===== config.mk =====
export PLATFORM = sky130hd
export DESIGN_NAME = sram_mem_controller
export DESIGN_NICKNAME = d
export VERILOG_FILES = /design/src/rtl/sram_mem_controller.sv
export SDC_FILE = /design/constraint.sdc
export NUM_CORES = 1
export LEC_CHECK = 0
export ABC_CLOCK_PERIOD_IN_PS = 5200
export CAP_MARGIN = 0
export CORE_AREA = 2 2 122 100
export DETAILED_ROUTE_END_ITERATION = 10
export DIE_AREA = 0 0 124 102
export GPL_ROUTABILITY_DRIVEN = 0
export PLACE_DENSITY = 0.77
export SLEW_MARGIN = 30
export SYNTH_ARGS = -nofsm -noshare
export SYNTH_HDL_FRONTEND = slang
export SYNTH_SLANG_ARGS = --single-unit
export TNS_END_PERCENT = 10

===== constraint.sdc =====
create_clock -name clk -period 5.2 [get_ports clk]
set_input_delay 1.04 -clock clk [delete_from_list [all_inputs] [get_ports clk]]
set_output_delay 1.04 -clock clk [all_outputs]
set_load 0.05 [all_outputs]

===== src/rtl/sram_mem_controller.sv =====
// Two-half (16-bit) access sequencer between the MEM stage and an asynchronous SRAM.
// Each 32-bit load/store becomes a low-half then a high-half bus cycle; ready=0 freezes the pipeline.
module sram_mem_controller #(
    parameter int          WAIT_CYCLES = 2,
    parameter logic [31:0] BASE_ADDR   = 32'd1024
) (
    input  logic        clk,
    input  logic        rst,
    input  logic        rd_en,
    input  logic        wr_en,
    input  logic [31:0] address,
    input  logic [31:0] write_data,
    output logic [31:0] read_data,
    output logic        ready,
    output logic [17:0] sram_addr,
    output logic [15:0] sram_dq_out,
    input  logic [15:0] sram_dq_in,
    output logic        sram_dq_oe,
    output logic        sram_we_n,
    output logic        sram_oe_n
);

    typedef enum logic [1:0] {
        IDLE,
        LOW,
        HIGH,
        DONE
    } state_t;

    localparam logic [3:0] LAST_CNT = 4'(WAIT_CYCLES - 1);

    state_t      state, state_nxt;
    logic [3:0]  cnt, cnt_nxt;
    logic        op_write, op_write_nxt;
    logic [16:0] word_addr, word_addr_nxt;
    logic [31:0] wdata, wdata_nxt;
    logic [31:0] read_data_nxt;
    logic [17:0] sram_addr_nxt;
    logic [15:0] sram_dq_out_nxt;
    logic        sram_dq_oe_nxt, sram_we_n_nxt, sram_oe_n_nxt;

    logic        req;
    logic [31:0] offset;
    logic        unused_offset_bits;

    assign req    = rd_en | wr_en;
    assign offset = address - BASE_ADDR;
    // Bits above the SRAM range wrap away and the byte lane bits are ignored.
    assign unused_offset_bits = ^{offset[31:19], offset[1:0]};

    assign ready = ((state == IDLE) && !req) || (state == DONE);

    // NOTE: every variable gets its hold value first so no path through the case leaves one unassigned (no latches).
    always_comb begin
        state_nxt       = state;
        cnt_nxt         = cnt;
        op_write_nxt    = op_write;
        word_addr_nxt   = word_addr;
        wdata_nxt       = wdata;
        read_data_nxt   = read_data;
        sram_addr_nxt   = sram_addr;
        sram_dq_out_nxt = sram_dq_out;
        sram_dq_oe_nxt  = sram_dq_oe;
        sram_we_n_nxt   = sram_we_n;
        sram_oe_n_nxt   = sram_oe_n;

        unique case (state)
            IDLE: begin
                if (req) begin
                    op_write_nxt   = wr_en;
                    word_addr_nxt  = offset[18:2];
                    wdata_nxt      = write_data;
                    cnt_nxt        = 4'd0;
                    state_nxt      = LOW;
                    sram_addr_nxt  = {offset[18:2], 1'b0};
                    sram_dq_oe_nxt = wr_en;
                    sram_we_n_nxt  = ~wr_en;
                    sram_oe_n_nxt  = wr_en;
                    if (wr_en) begin
                        sram_dq_out_nxt = write_data[15:0];
                    end
                end
            end

            LOW: begin
                cnt_nxt = cnt + 4'd1;
                if (cnt == LAST_CNT) begin
                    if (!op_write) begin
                        read_data_nxt[15:0] = sram_dq_in;
                    end
                    cnt_nxt       = 4'd0;
                    state_nxt     = HIGH;
                    sram_addr_nxt = {word_addr, 1'b1};
                    if (op_write) begin
                        sram_dq_out_nxt = wdata[31:16];
                    end
                end
            end

            HIGH: begin
                cnt_nxt = cnt + 4'd1;
                if (cnt == LAST_CNT) begin
                    if (!op_write) begin
                        read_data_nxt[31:16] = sram_dq_in;
                    end
                    cnt_nxt        = 4'd0;
                    state_nxt      = DONE;
                    // Strobes drop on DONE entry; the address stays where it was.
                    sram_dq_oe_nxt = 1'b0;
                    sram_we_n_nxt  = 1'b1;
                    sram_oe_n_nxt  = 1'b1;
                end
            end

            DONE: begin
                state_nxt = IDLE;
            end

            default: begin
                state_nxt = IDLE;
            end
        endcase
    end

    // NOTE: sequential state uses non-blocking assignments so every register samples pre-edge values.
    always_ff @(posedge clk) begin
        if (rst) begin
            state       <= IDLE;
            cnt         <= 4'd0;
            op_write    <= 1'b0;
            word_addr   <= '0;
            wdata       <= '0;
            read_data   <= '0;
            sram_addr   <= '0;
            sram_dq_out <= '0;
            sram_dq_oe  <= 1'b0;
            sram_we_n   <= 1'b1;
            sram_oe_n   <= 1'b1;
        end else begin
            state       <= state_nxt;
            cnt         <= cnt_nxt;
            op_write    <= op_write_nxt;
            word_addr   <= word_addr_nxt;
            wdata       <= wdata_nxt;
            read_data   <= read_data_nxt;
            sram_addr   <= sram_addr_nxt;
            sram_dq_out <= sram_dq_out_nxt;
            sram_dq_oe  <= sram_dq_oe_nxt;
            sram_we_n   <= sram_we_n_nxt;
            sram_oe_n   <= sram_oe_n_nxt;
        end
    end

endmodule


Figure 1. Wire density map.
The bar under the picture is 20 µm long. 25 x 20 tiles, from dark purple (low) to yellow (high), scaled to the fullest tile. Values are wire area over tile area, all layers added.
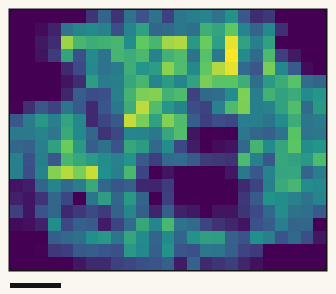
nearly empty tiles: 17%
fullest tile: 0.45
mean over tiles: 0.15
densest ninth of the die: north
total detailed-routing wirelength: 12,000 µm
global routing usage summed across all routing layers: 19.1%
total number of vias: 4,035

Figure 2. Nets reached from selected ports.
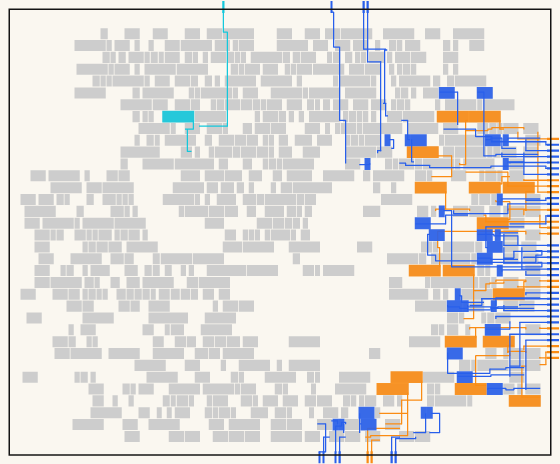
legend:
  `write_data`:
    colour: blue
    direction: input
    edge: 23 east, 6 south, 3 north
    end_cells: 32
    buffers: 32
    wire: 827 µm
  `sram_dq_oe`:
    colour: cyan
    direction: output
    edge: north
    end_cells: 1
    buffers: 1
    wire: 43.6 µm
  `sram_dq_out`:
    colour: orange
    direction: output
    edge: 14 east, 2 south
    end_cells: 16
    buffers: 16
    wire: 364 µm
io pins: 154
tally of buffers added on design ports: 138

Figure 3. Track usage over the die.
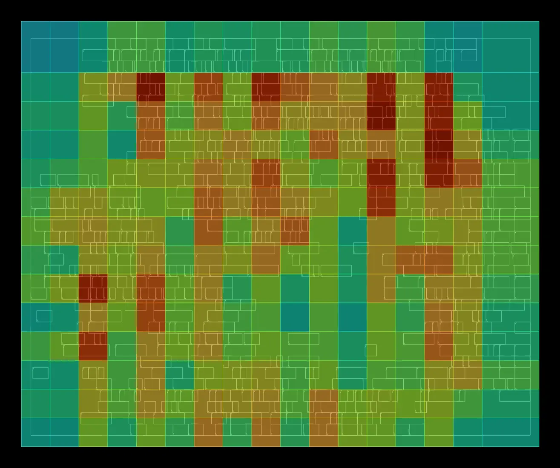
met2 Usage GRT: 32.5%
met1 usage in global routing: 24.9%
routed length per instance: 15.0 µm
met3 usage in global routing: 3.91%

==> flow_metrics.tcl <==
# yosys + openroad results
set metrics [dict create \
    status "finished clean" \
    post_layout_nonfiller_instances 802 \
    cts_max_level 3 \
    antenna-diode-count 0 \
    slew_violations 0 \
    postCtsSetupBuffers 0 \
    area_delta_synth_final_pct 39.6 \
    die-height_um 102 \
    timing.slew.headroom_pct 46.6 \
    cellPowerDensity_nw_per_um2 586 \
    grt_antenna_before_repair 0 \
    fin_tns_setup_ns 0 \
    finalHoldViolations 0 \
    crit_path_end_kind "output pin" \
    tritoncts.num_buffers 9 \
    seqAreaFraction_pct 34.9 \
    number_of_iterations_in_the_first_detailed_routing_pass 5 \
    grt_max_degree 113 \
    detailedPlacementHpwl_um 8130 \
    layout_top_cells_excl_fill_tap "sky130_fd_sc_hd__clkdlybuf4s50_1, sky130_fd_sc_hd__nand2_1, sky130_fd_sc_hd__dfxtp_1, sky130_fd_sc_hd__a21oi_1, sky130_fd_sc_hd__nor2_1" \
    flop_area_um2 2180 \
    synth-main-ff-cell "sky130_fd_sc_hd__dfxtp_1" \
    postSynthNetCount 623 \
    synth_async_sr_flop_share_pct 0 \
    grt_pass1_wl_um 19300 \
    final_layout_top_logic_cell "sky130_fd_sc_hd__clkdlybuf4s50_1" \
    fin_crit_ns 4.11 \
    non_clock_buffer_area_share_pct 22.8 \
    comb_share_pct 34.2 \
    fp_util_pct 39.3 \
    largest_cell_class "registers" \
    multi_input_logic_area_um2 2140 \
    cts_root_buf "sky130_fd_sc_hd__clkbuf_16" \
    final-setup-viol-count 0 \
    yosysWarnings 0 \
    layout.sequential_cells 109 \
    top_area_cell "sky130_fd_sc_hd__dfxtp_1" \
    post_drt_via_cell_ratio 5.03 \
    tritoncts_clock_tree "built" \
    drt_first_iter_violations 223 \
    clk_pin_slew_worst_paths_ns 0.08 \
    worst-endpoint-required_ns 4.16 \
    worstPathArrival_ns 3.07 \
    n_tap_cell 148 \
    die.size.x_um 124 \
    finalNetCount 741 \
    clkbuf_count 13 \
    postCtsResizedCells 0 \
    yosysTopAreaCellShare_pct 48.8 \
    timing.hold.worst.class "register to register" \
    post_synth_num_cell_types 42 \
    fin_skew_ns 0.0145 \
    postSynthRegisterBits 109 \
    critPathMaxFanout 7 \
    yosys.stat.chipArea_um2 4470 \
    clock_path_buffers 2 \
    synthTopCellsByArea "sky130_fd_sc_hd__dfxtp_1, sky130_fd_sc_hd__nand2_1, sky130_fd_sc_hd__a21oi_1" \
    syn_area_um2 4470 \
    num-fill-cells 1017 \
    fmax_achieved_mhz 243 \
    fraction_of_final_layout_cells_sized_beyond_drive_strength_1_pct 4.28 \
    cap_viol_max_count 0 \
    ir_drop_mv 0.252 \
    setup.worst_path.class "input port to output pin" \
    max_slew.worst_pin.slew_ns 0.801 \
    remaining_number_of_nets_flagged_by_the_antenna_check_after_routing 0 \
    setup_repair_after_global_routing_missed_its_margin "false" \
    enable_flop_cells 0 \
    grt_pass1_vias 4018 \
    place.detailed.instances 786 \
    route.detailed.drc 0 \
    post_cts_hold_buffer_count 0 \
    layout.clock.cell_area_share_pct 4.71 \
    floorplan.die_area_um2 12600 \
    non_clock_inverter_count 7 \
    avgSynthCellArea_um2 8.43 \
    syn-instance-count 531 \
    n_multi_input_combinational_cell 379 \
    postSynthSeqShare_pct 48.8 \
    numClockSinks 109 \
    insertion_delay_ns 0.35 \
    power.static_leakage_uw 0.00223 \
    finalClockPeriodUsage_pct 79.1 \
    grt_overflow 0 \
    worstHoldPathCells 2 \
    synth.yosys.num_cells 531 \
    start_kind "input port" \
    openroad.warnings 48 \
    rr_worst_depth 8 \
]
Figure 4. Cells coloured by class.
The bar under the picture is 20 µm long.
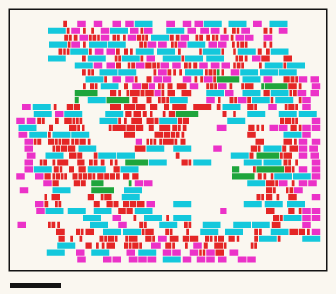
legend:
  registers:
    colour: cyan
    cells: 109
  remaining logic cells:
    colour: red
    cells: 386
  remaining buffers and delay cells:
    colour: magenta
    cells: 143
  clock drivers and dummy loads:
    colour: green
    cells: 16
FP Rows: 35
final core occ: 54.9%
core box area: 11,400 µm²

Figure 5. Drive-strength map.
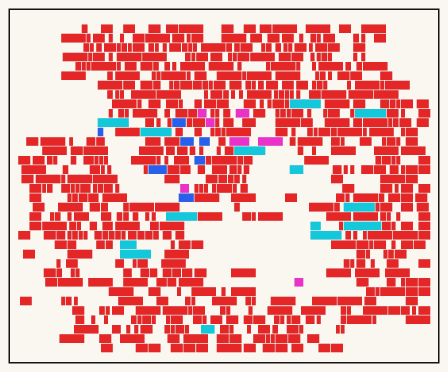
legend:
  x1 and smaller:
    colour: red
    cells: 626
    share: 96%
  x2:
    colour: blue
    cells: 7
    share: 1.1%
  x6 and larger:
    colour: cyan
    cells: 14
    share: 2.1%
  x3 and x4:
    colour: magenta
    cells: 7
    share: 1.1%
number of non-clock buffers in the layout: 143
Final WS setup: 1.09 ns

[stage by stage]
stage / utilization [%] / setup slack [ns] / hold WS (ns) / power [µW] / area, µm²
floorplan: - / 2.23 / 0.436 / 2440 / 4470
global placement: 52.1 / 1.14 / 0.441 / 2940 / 5930
detailed placement: 52.2 / 1.10 / 0.445 / 2990 / 5950
CTS: 54.8 / 1.10 / 0.456 / 3680 / 6240
global route: 54.9 / 1.04 / 0.475 / 3890 / 6250
finish: 54.9 / 1.09 / 0.456 / 3660 / 6250
[metal layers]
metal  part of all wire, %  routed length (µm)  global-route usage, %
met5                     0                   0                      0
met4                   1.3                 159                   4.93
met3                   4.7                 569                   3.91
met2                    47                5690                   32.5
met1                    47                5610                   24.9
[power breakdown]
part	switching, µW	internal, µW
Sequential	113	1050
Combinational	1180	633
Clock	300	389
Total	1590	2070
[cell usage after synthesis (3+ instances only)]
master                     instances
sky130_fd_sc_hd__a211oi_1         34
sky130_fd_sc_hd__nor2_1           44
sky130_fd_sc_hd__buf_1             3
sky130_fd_sc_hd__nand2b_1          6
sky130_fd_sc_hd__a211o_1           3
sky130_fd_sc_hd__nor3_1            7
sky130_fd_sc_hd__mux2i_1          27
sky130_fd_sc_hd__or3_1             3
sky130_fd_sc_hd__clkbuf_1         22
sky130_fd_sc_hd__ha_1              8
sky130_fd_sc_hd__a21oi_1          65
sky130_fd_sc_hd__o21ai_0           9
sky130_fd_sc_hd__o21a_1            3
sky130_fd_sc_hd__xnor2_1           4
sky130_fd_sc_hd__inv_1             7
sky130_fd_sc_hd__nand2_1         130
sky130_fd_sc_hd__buf_2            10
sky130_fd_sc_hd__dfxtp_1         109
sky130_fd_sc_hd__nor3b_1           3
sky130_fd_sc_hd__nand3b_1          5
[cells by family (layout without fill, tap and decap cells)]
logic type | count (synthesis) | count (layout) | synth area share (%)
xor gates and xnor gates | 5 | 5 | 0.979
buffers and inverters | 43 | 166 | 4.05
muxes | 29 | 29 | 6.54
AOI/OAI and AO/OA | 124 | 124 | 16.8
and+or+nand+nor | 213 | 213 | 20.6
adders and majority gates | 8 | 8 | 2.24
DFF | 109 | 109 | 48.8
[flip-flops by register name, summed over array words and instances, names as in the netlist]
register	count
cnt	4
op_write	1
read_data	32
sram_addr	18
sram_dq_oe	1
sram_dq_out	16
sram_oe_n	1
sram_we_n	1
state	2
wdata	16
word_addr	17
[path summary, 6_finish.rpt]
path / start / to / slack (ns)
worst max-delay path: wr_en / ready / 1.09
worst min-delay path: read_data[9]$_SDFFE_PP0P_ / read_data[9]$_SDFFE_PP0P_ / 0.46
worst max register to register: state[1]$_SDFFE_PP0P_ / sram_dq_out[8]$_SDFFE_PP0P_ / 2.26
worst min register to register: read_data[9]$_SDFFE_PP0P_ / read_data[9]$_SDFFE_PP0P_ / 0.46
[critical path: stages]
cell and delay, ns:
sky130_fd_sc_hd__clkdlybuf4s50_1 0.54, sky130_fd_sc_hd__or3b_2 0.57, sky130_fd_sc_hd__nand2b_1 0.09, sky130_fd_sc_hd__clkdlybuf4s50_1 0.82
Power is estimated from default activity; no workload was simulated.
